<file path="src/rtl/sdf_pkg.sv">
// Shared constants and state encoding for the SDF FFT frame scheduler.
package sdf_pkg;

    localparam int WIDTH_DEFAULT    = 16;
    localparam int LOG_N_DEFAULT    = 6;
    localparam int OUT_SKIP_DEFAULT = 63;

    // Width of the in-flight frame counter; it saturates at its all-ones value.
    localparam int FP_W = 4;

    typedef enum logic {
        ST_RUN   = 1'b0,
        ST_FLUSH = 1'b1
    } state_e;

endpackage

</file>
<file path="src/rtl/sdf_frame_counter.sv">
// Modulo-N sample counter with a single-cycle wrap pulse on the N-1 -> 0 step.
module sdf_frame_counter
    import sdf_pkg::*;
#(
    parameter int LOG_N = LOG_N_DEFAULT
) (
    input  logic             clk,
    input  logic             rst_n,
    input  logic             en_i,
    output logic [LOG_N-1:0] cnt_o,
    output logic             wrap_o
);

    logic [LOG_N-1:0] cnt_q;

    // Advance once per enabled cycle; natural binary overflow gives the modulo-N wrap.
    // NOTE: clocked state uses non-blocking assignments so every flop samples pre-edge values.
    always_ff @(posedge clk or negedge rst_n) begin
        if (!rst_n) begin
            cnt_q <= '0;
        end else if (en_i) begin
            cnt_q <= cnt_q + LOG_N'(1);
        end
    end

    assign cnt_o  = cnt_q;
    assign wrap_o = en_i && (cnt_q == '1);

endmodule

</file>
<file path="src/rtl/sdf_frame_scheduler.sv">
// Gates a valid/ready sample stream into the SDF pipeline, pads/drains on flush,
// and tags pipeline outputs with frame start/end.
module sdf_frame_scheduler
    import sdf_pkg::*;
#(
    parameter int WIDTH    = WIDTH_DEFAULT,
    parameter int LOG_N    = LOG_N_DEFAULT,
    parameter int OUT_SKIP = OUT_SKIP_DEFAULT
) (
    input  logic             clk,
    input  logic             rst_n,
    input  logic             s_valid_i,
    output logic             s_ready_o,
    input  logic [WIDTH-1:0] s_re_i,
    input  logic [WIDTH-1:0] s_im_i,
    input  logic             flush_i,
    output logic             busy_o,
    output logic             fft_en_o,
    output logic [WIDTH-1:0] fft_re_o,
    output logic [WIDTH-1:0] fft_im_o,
    input  logic             fft_out_en_i,
    input  logic [WIDTH-1:0] fft_out_re_i,
    input  logic [WIDTH-1:0] fft_out_im_i,
    output logic             m_valid_o,
    output logic             m_sof_o,
    output logic             m_eof_o,
    output logic [WIDTH-1:0] m_re_o,
    output logic [WIDTH-1:0] m_im_o
);

    // One full frame of drain samples; pad counts above this are still frame padding.
    localparam logic [LOG_N:0] PAD_DRAIN = (LOG_N+1)'(1 << LOG_N);
    localparam logic [LOG_N:0] SKIP      = (LOG_N+1)'(OUT_SKIP);

    state_e           state_q, state_d;
    logic [LOG_N:0]   pad_cnt_q, pad_cnt_d;
    logic             s_ready_q;
    logic             fft_en_q;
    logic [WIDTH-1:0] fft_re_q, fft_im_q;
    logic [LOG_N:0]   skip_cnt_q;
    logic [FP_W-1:0]  fp_q;
    logic             m_valid_q, m_sof_q, m_eof_q;
    logic [WIDTH-1:0] m_re_q, m_im_q;

    logic             xfer, in_flush, in_adv, drain;
    logic [LOG_N-1:0] in_cnt, in_next, in_rem;
    logic             in_wrap;
    logic             skip_done, out_adv, accept;
    logic [LOG_N-1:0] out_cnt;
    logic             out_wrap;
    logic             fp_inc, fp_dec;

    assign xfer     = s_valid_i && s_ready_q;
    assign in_flush = (state_q == ST_FLUSH);
    assign in_adv   = xfer || in_flush;
    // Wraps during the drain frame carry no data and must not create a pending frame.
    assign drain    = in_flush && (pad_cnt_q <= PAD_DRAIN);

    sdf_frame_counter #(.LOG_N(LOG_N)) u_in_cnt (
        .clk    (clk),
        .rst_n  (rst_n),
        .en_i   (in_adv),
        .cnt_o  (in_cnt),
        .wrap_o (in_wrap)
    );

    // Position after a same-cycle transfer, so a flush sees that sample counted.
    assign in_next = in_cnt + {{(LOG_N-1){1'b0}}, xfer};
    assign in_rem  = '0 - in_next;

    // Next-state logic: flush in RUN loads pad + drain length; FLUSH counts it down.
    // NOTE: every always_comb output gets a default first, so no path can infer a latch.
    always_comb begin
        state_d   = state_q;
        pad_cnt_d = pad_cnt_q;
        case (state_q)
            ST_RUN: begin
                if (flush_i) begin
                    state_d   = ST_FLUSH;
                    pad_cnt_d = {1'b0, in_rem} + PAD_DRAIN;
                end
            end
            ST_FLUSH: begin
                pad_cnt_d = pad_cnt_q - (LOG_N+1)'(1);
                if (pad_cnt_q == (LOG_N+1)'(1)) begin
                    state_d = ST_RUN;
                end
            end
            default: state_d = ST_RUN;
        endcase
    end

    // State register; s_ready is low while in reset and rises on the first clock after.
    always_ff @(posedge clk or negedge rst_n) begin
        if (!rst_n) begin
            state_q   <= ST_RUN;
            pad_cnt_q <= '0;
            s_ready_q <= 1'b0;
        end else begin
            state_q   <= state_d;
            pad_cnt_q <= pad_cnt_d;
            s_ready_q <= (state_d == ST_RUN);
        end
    end

    // Pipeline feed: accepted sample or a zero pad/drain sample, one cycle after the decision.
    always_ff @(posedge clk or negedge rst_n) begin
        if (!rst_n) begin
            fft_en_q <= 1'b0;
            fft_re_q <= '0;
            fft_im_q <= '0;
        end else begin
            fft_en_q <= in_adv;
            fft_re_q <= xfer ? s_re_i : '0;
            fft_im_q <= xfer ? s_im_i : '0;
        end
    end

    assign skip_done = (skip_cnt_q == SKIP);
    assign out_adv   = fft_out_en_i && skip_done;
    assign accept    = out_adv && (fp_q != '0);

    sdf_frame_counter #(.LOG_N(LOG_N)) u_out_cnt (
        .clk    (clk),
        .rst_n  (rst_n),
        .en_i   (out_adv),
        .cnt_o  (out_cnt),
        .wrap_o (out_wrap)
    );

    // Drop the pipeline-fill pulses that follow reset.
    always_ff @(posedge clk or negedge rst_n) begin
        if (!rst_n) begin
            skip_cnt_q <= '0;
        end else if (fft_out_en_i && !skip_done) begin
            skip_cnt_q <= skip_cnt_q + (LOG_N+1)'(1);
        end
    end

    assign fp_inc = in_wrap && !drain;
    assign fp_dec = accept && out_wrap;

    // Frames in flight: +1 per completed input frame, -1 per emitted eof, saturating.
    always_ff @(posedge clk or negedge rst_n) begin
        if (!rst_n) begin
            fp_q <= '0;
        end else begin
            case ({fp_inc, fp_dec})
                2'b10:   if (fp_q != '1) fp_q <= fp_q + FP_W'(1);
                2'b01:   fp_q <= fp_q - FP_W'(1);
                default: fp_q <= fp_q;
            endcase
        end
    end

    // Tagged output stage, registered one cycle after the pipeline pulse.
    always_ff @(posedge clk or negedge rst_n) begin
        if (!rst_n) begin
            m_valid_q <= 1'b0;
            m_sof_q   <= 1'b0;
            m_eof_q   <= 1'b0;
            m_re_q    <= '0;
            m_im_q    <= '0;
        end else begin
            m_valid_q <= accept;
            m_sof_q   <= accept && (out_cnt == '0);
            m_eof_q   <= accept && out_wrap;
            m_re_q    <= accept ? fft_out_re_i : '0;
            m_im_q    <= accept ? fft_out_im_i : '0;
        end
    end

    assign s_ready_o = s_ready_q;
    assign busy_o    = in_flush || (fp_q != '0) || (in_cnt != '0);
    assign fft_en_o  = fft_en_q;
    assign fft_re_o  = fft_re_q;
    assign fft_im_o  = fft_im_q;
    assign m_valid_o = m_valid_q;
    assign m_sof_o   = m_sof_q;
    assign m_eof_o   = m_eof_q;
    assign m_re_o    = m_re_q;
    assign m_im_o    = m_im_q;

endmodule

</file>
<file path="config.mk">
export PLATFORM = sky130hd
export DESIGN_NAME = sdf_frame_scheduler
export DESIGN_NICKNAME = d
export VERILOG_FILES = /design/src/rtl/sdf_pkg.sv /design/src/rtl/sdf_frame_counter.sv /design/src/rtl/sdf_frame_scheduler.sv
export SDC_FILE = /design/constraint.sdc
export NUM_CORES = 1
export LEC_CHECK = 0
export ABC_AREA = 1
export CORE_MARGIN = 2
export CORE_UTILIZATION = 35
export CTS_CLUSTER_SIZE = 28
export DETAILED_ROUTE_END_ITERATION = 10
export PLACE_DENSITY = 0.63
export SYNTH_ARGS = -nofsm -noshare
export SYNTH_HDL_FRONTEND = slang
export SYNTH_SLANG_ARGS = --single-unit
</file>
<file path="constraint.sdc">
create_clock -name clk -period 2.21 [get_ports clk]
set_input_delay 0.3315 -clock clk [delete_from_list [all_inputs] [get_ports clk]]
set_output_delay 0.3315 -clock clk [all_outputs]
set_load 0.1 [all_outputs]
</file>
==> flow_summary_export.csv <==
group,metric,value,unit
grt,grt_pass1_wl,14200,um
job,cap_violations,0,
die,ios,139,
clock_tree,clkSinkCount,100,
critical_path,max_stage_delay,0.40,ns
critical_path,rrSetupSlack,0.1,ns
critical_path,required,2.44,ns
synth,aoi_share,3.40,%
clock_tree,tritoncts,"yes",
synth,postSynth.asyncResetShare,100,%
clock_tree,postCtsSetupBuffers,0,
final_layout,ff_count,100,
die,die_height,113,um
final_layout,final_cell_mix,"dfrtp_1, buf_4, inv_1",
timing,finalClockPeriodUsage,95.6,%
outcome,status,"complete, but fails checks",
synth,ys_ff,100,
synth,avgSynthCellArea,10.0,um2
critical_path,crit_cells,18,
synth,yosys_area,4160,um2
grt,met1_usage,17.2,%
synth,synthAdderAreaFrac,6.50,%
worst_hold_path,hold_class,"input pin to asynchronous set/reset pin",
clock_tree,htreeDepth,3,
final_layout,fin_cells,731,
synth,synthXorXnorAreaFrac,4.21,%
pwr,power_frac_seq,40.6,%
synth,yosys.area.top_type,"dfrtp_1",
placed_design,place_area,5720,um2
final_layout,inverters,97,
synth,synth_cell_types,38,
critical_path,crit_type,"flop to flop",
timing,fin_crit,2.11,ns
critical_path,critical_path_arrival,2.34,ns
pwr,total_leakage_power,3.33,nW
synth,yosysCellCount,414,
detailed_routing,antenna_left,0,
detailed_routing,met2WireLength,4380,um
final_layout,seq_area,2510,um2
timing,finalSetupViolCount,0,
grt,grt_use_met2,23.9,%
placed_design,pre_cts_ws,-0.297,ns
grt,grt_max_degree,48,
job,openroad.warnings,36,
critical_path,critPathCapture,"fp_q[3]",
timing,hold_viol_final,0,
detailed_routing,met1_length,3660,um
critical_path,path_buffers,3,
detailed_routing,top_layer_used,"met4",
critical_path,r2r-end,"fp_q[3]",
critical_path,start_kind,"flop",
detailed_routing,wl_met3,477,um
synth,synth.most_common_cell,"dfrtp_1",
final_layout,logic_gate_count,210,
grt,busiest_layer,"met2",
clock_tree,clock_path_buffers,2,
timing,final.setup.tns,0,ns
die,die_w,113,um
grt,met3_usage,2.95,%
grt,grt_pass1_vias,3150,
clock_tree,cts_root_buf,"clkbuf_16",
critical_path,slowest_stage,"dfrtp_1",
synth,edf_count,0,
timing,clock.fmax,0.473,GHz
critical_path,worst-path-max-fanout,3,
final_layout,nonClkBufAreaFrac,23.7,%
synth,ff_type,"dfrtp_1",
final_layout,clkbuf_count,13,
outcome,violations,"design-rule violations",
placed_design,place.gp.congestion,0.755,
final_layout,area_dominant_class,"registers",
grt,antenna_found_initial,0,
pwr,comb_power_share,32.1,%
grt,grt_remaining_overflow,0,
pwr,power_leader,"registers",
placed_design,dp.cells,711,
final_layout,n_antenna_cell,0,
pwr,internal-power,0.00383,W
detailed_routing,drt_iter0_markers,133,
pwr,p_sw,0.00184,W
synth,synthSimpleGateAreaFrac,15.9,%
timing,relSlewSlack,59.8,%
clock_tree,cts_resized,4,
synth,synthMuxAreaShare,0.271,%
synth,synth_top_area_share,60.2,%
timing,holdWs,0.487,ns
critical_path,path_cells,"ha_4, nand3_4, nor2_4, nand3_4, nor2_4, nand2_4, inv_4, ha_4, nand2_1, nand2_1, a31oi_2, inv_1, nand3_2, nand2_2, inv_2, nand2_1, nand2_1, nand2_1",
timing,fin_ws,0.0973,ns
critical_path,cp-end-kind,"flop",
pwr,power.total,0.00567,W
synth,syn_inst,414,
timing,rsz0062_at_grt,"true",
detailed_routing,drc,12,
final_layout,nNetsFinal,674,
timing,drv_slew,0,
clock_tree,hold_buffers,1,
pwr,power_combinational,0.00182,W
synth,syn_area,4160,um2
clock_tree,clk_pin_slew,0.06,ns
final_layout,layout-drive-gt1-share,23.1,%
placed_design,hpwl,6380,um
detailed_routing,drt-pass1-iter-count,7,
timing,tightestPinTransition,0.596,ns
synth,topCellsByArea,"dfrtp_1, inv_1, nor2_1, ha_1, nand2_1",
synth,logic_family,"simple AND/OR/NAND/NOR gates",
die,fp_util,36.1,%
die,die_area,12800,um2
synth,yosys_warnings,0,
Fig. 1: cell outlines without signal wires
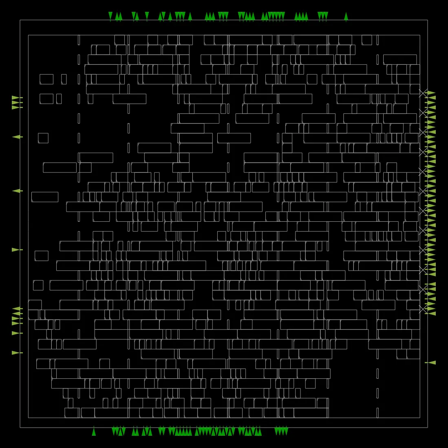
FILL cells: 1032
tap cells: 143
Core Footprint: 11500 um2
sequential share of cell area: 40.9%

Fig. 2: signal metal coverage by tile
23 x 23 tiles, from dark blue (low) to red (high), scaled to the fullest tile. Values are wire area over tile area, all layers added.
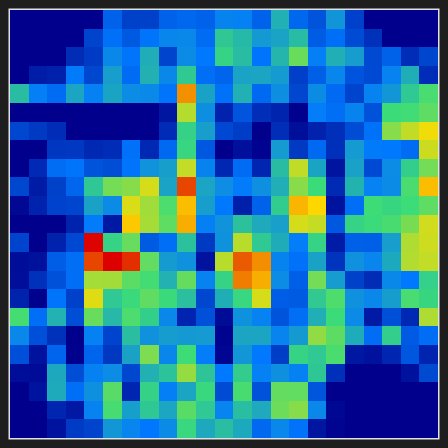
nearly empty tiles	14%
emptiest ninth of the die	top left
tiles over half the peak	16%
fullest tile	0.39
WL final: 8640 um
total track usage: 13.9%
via count: 3121
DR WL/cell: 11.8 um

Fig. 3: cells by drive strength
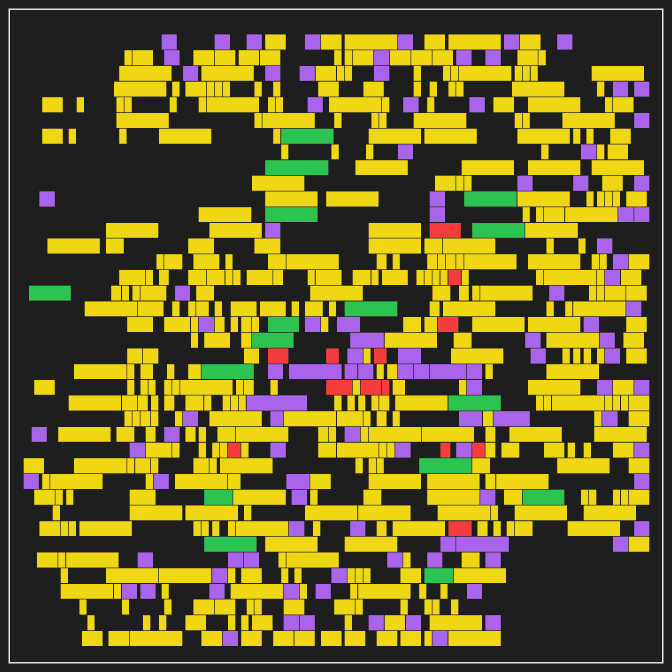
size	color	cells
x2	red	13
x3 and x4	purple	107
x1 and smaller	yellow	452
x6 and larger	green	16
Non-clk bufs: 166
fin area: 6120 um2
P&R area growth vs syn: 47.2%

Fig. 4: clock network drawn from the DEF
The bar under the picture is 20 um long.
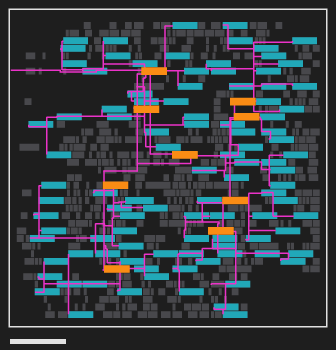
[clock wires] magenta | length: 1170 um
[flip-flops] cyan | count: 100
[clock-net drivers] orange | count: 9
flops lie	spread over the die
clk pwr: 0.00155 W
clock power share: 27.4%
Max Clock Skew: 0.00529 ns
Clock Latency Late Sink: 0.34 ns

Fig. 5: register map, names as in the netlist
The bar under the picture is 20 um long. Other sequential cells in the stronger gray, the rest of the logic in the fainter gray.
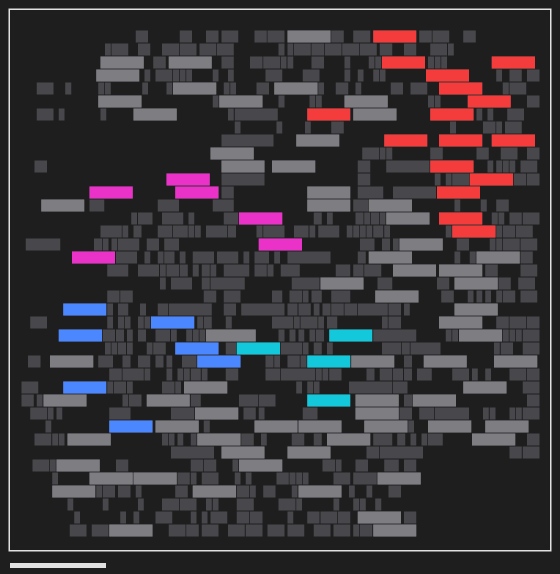
name in the netlist	color	placed flops
fp_q	cyan	4
pad_cnt_q	blue	7
u_in_cnt.cnt_o	magenta	6
m_re_o	red	16
not colored	67
Core Util, Final: 53.2%
sequential power: 0.00230 W

Power figures rest on the tool's default switching activity, not on a simulated workload.
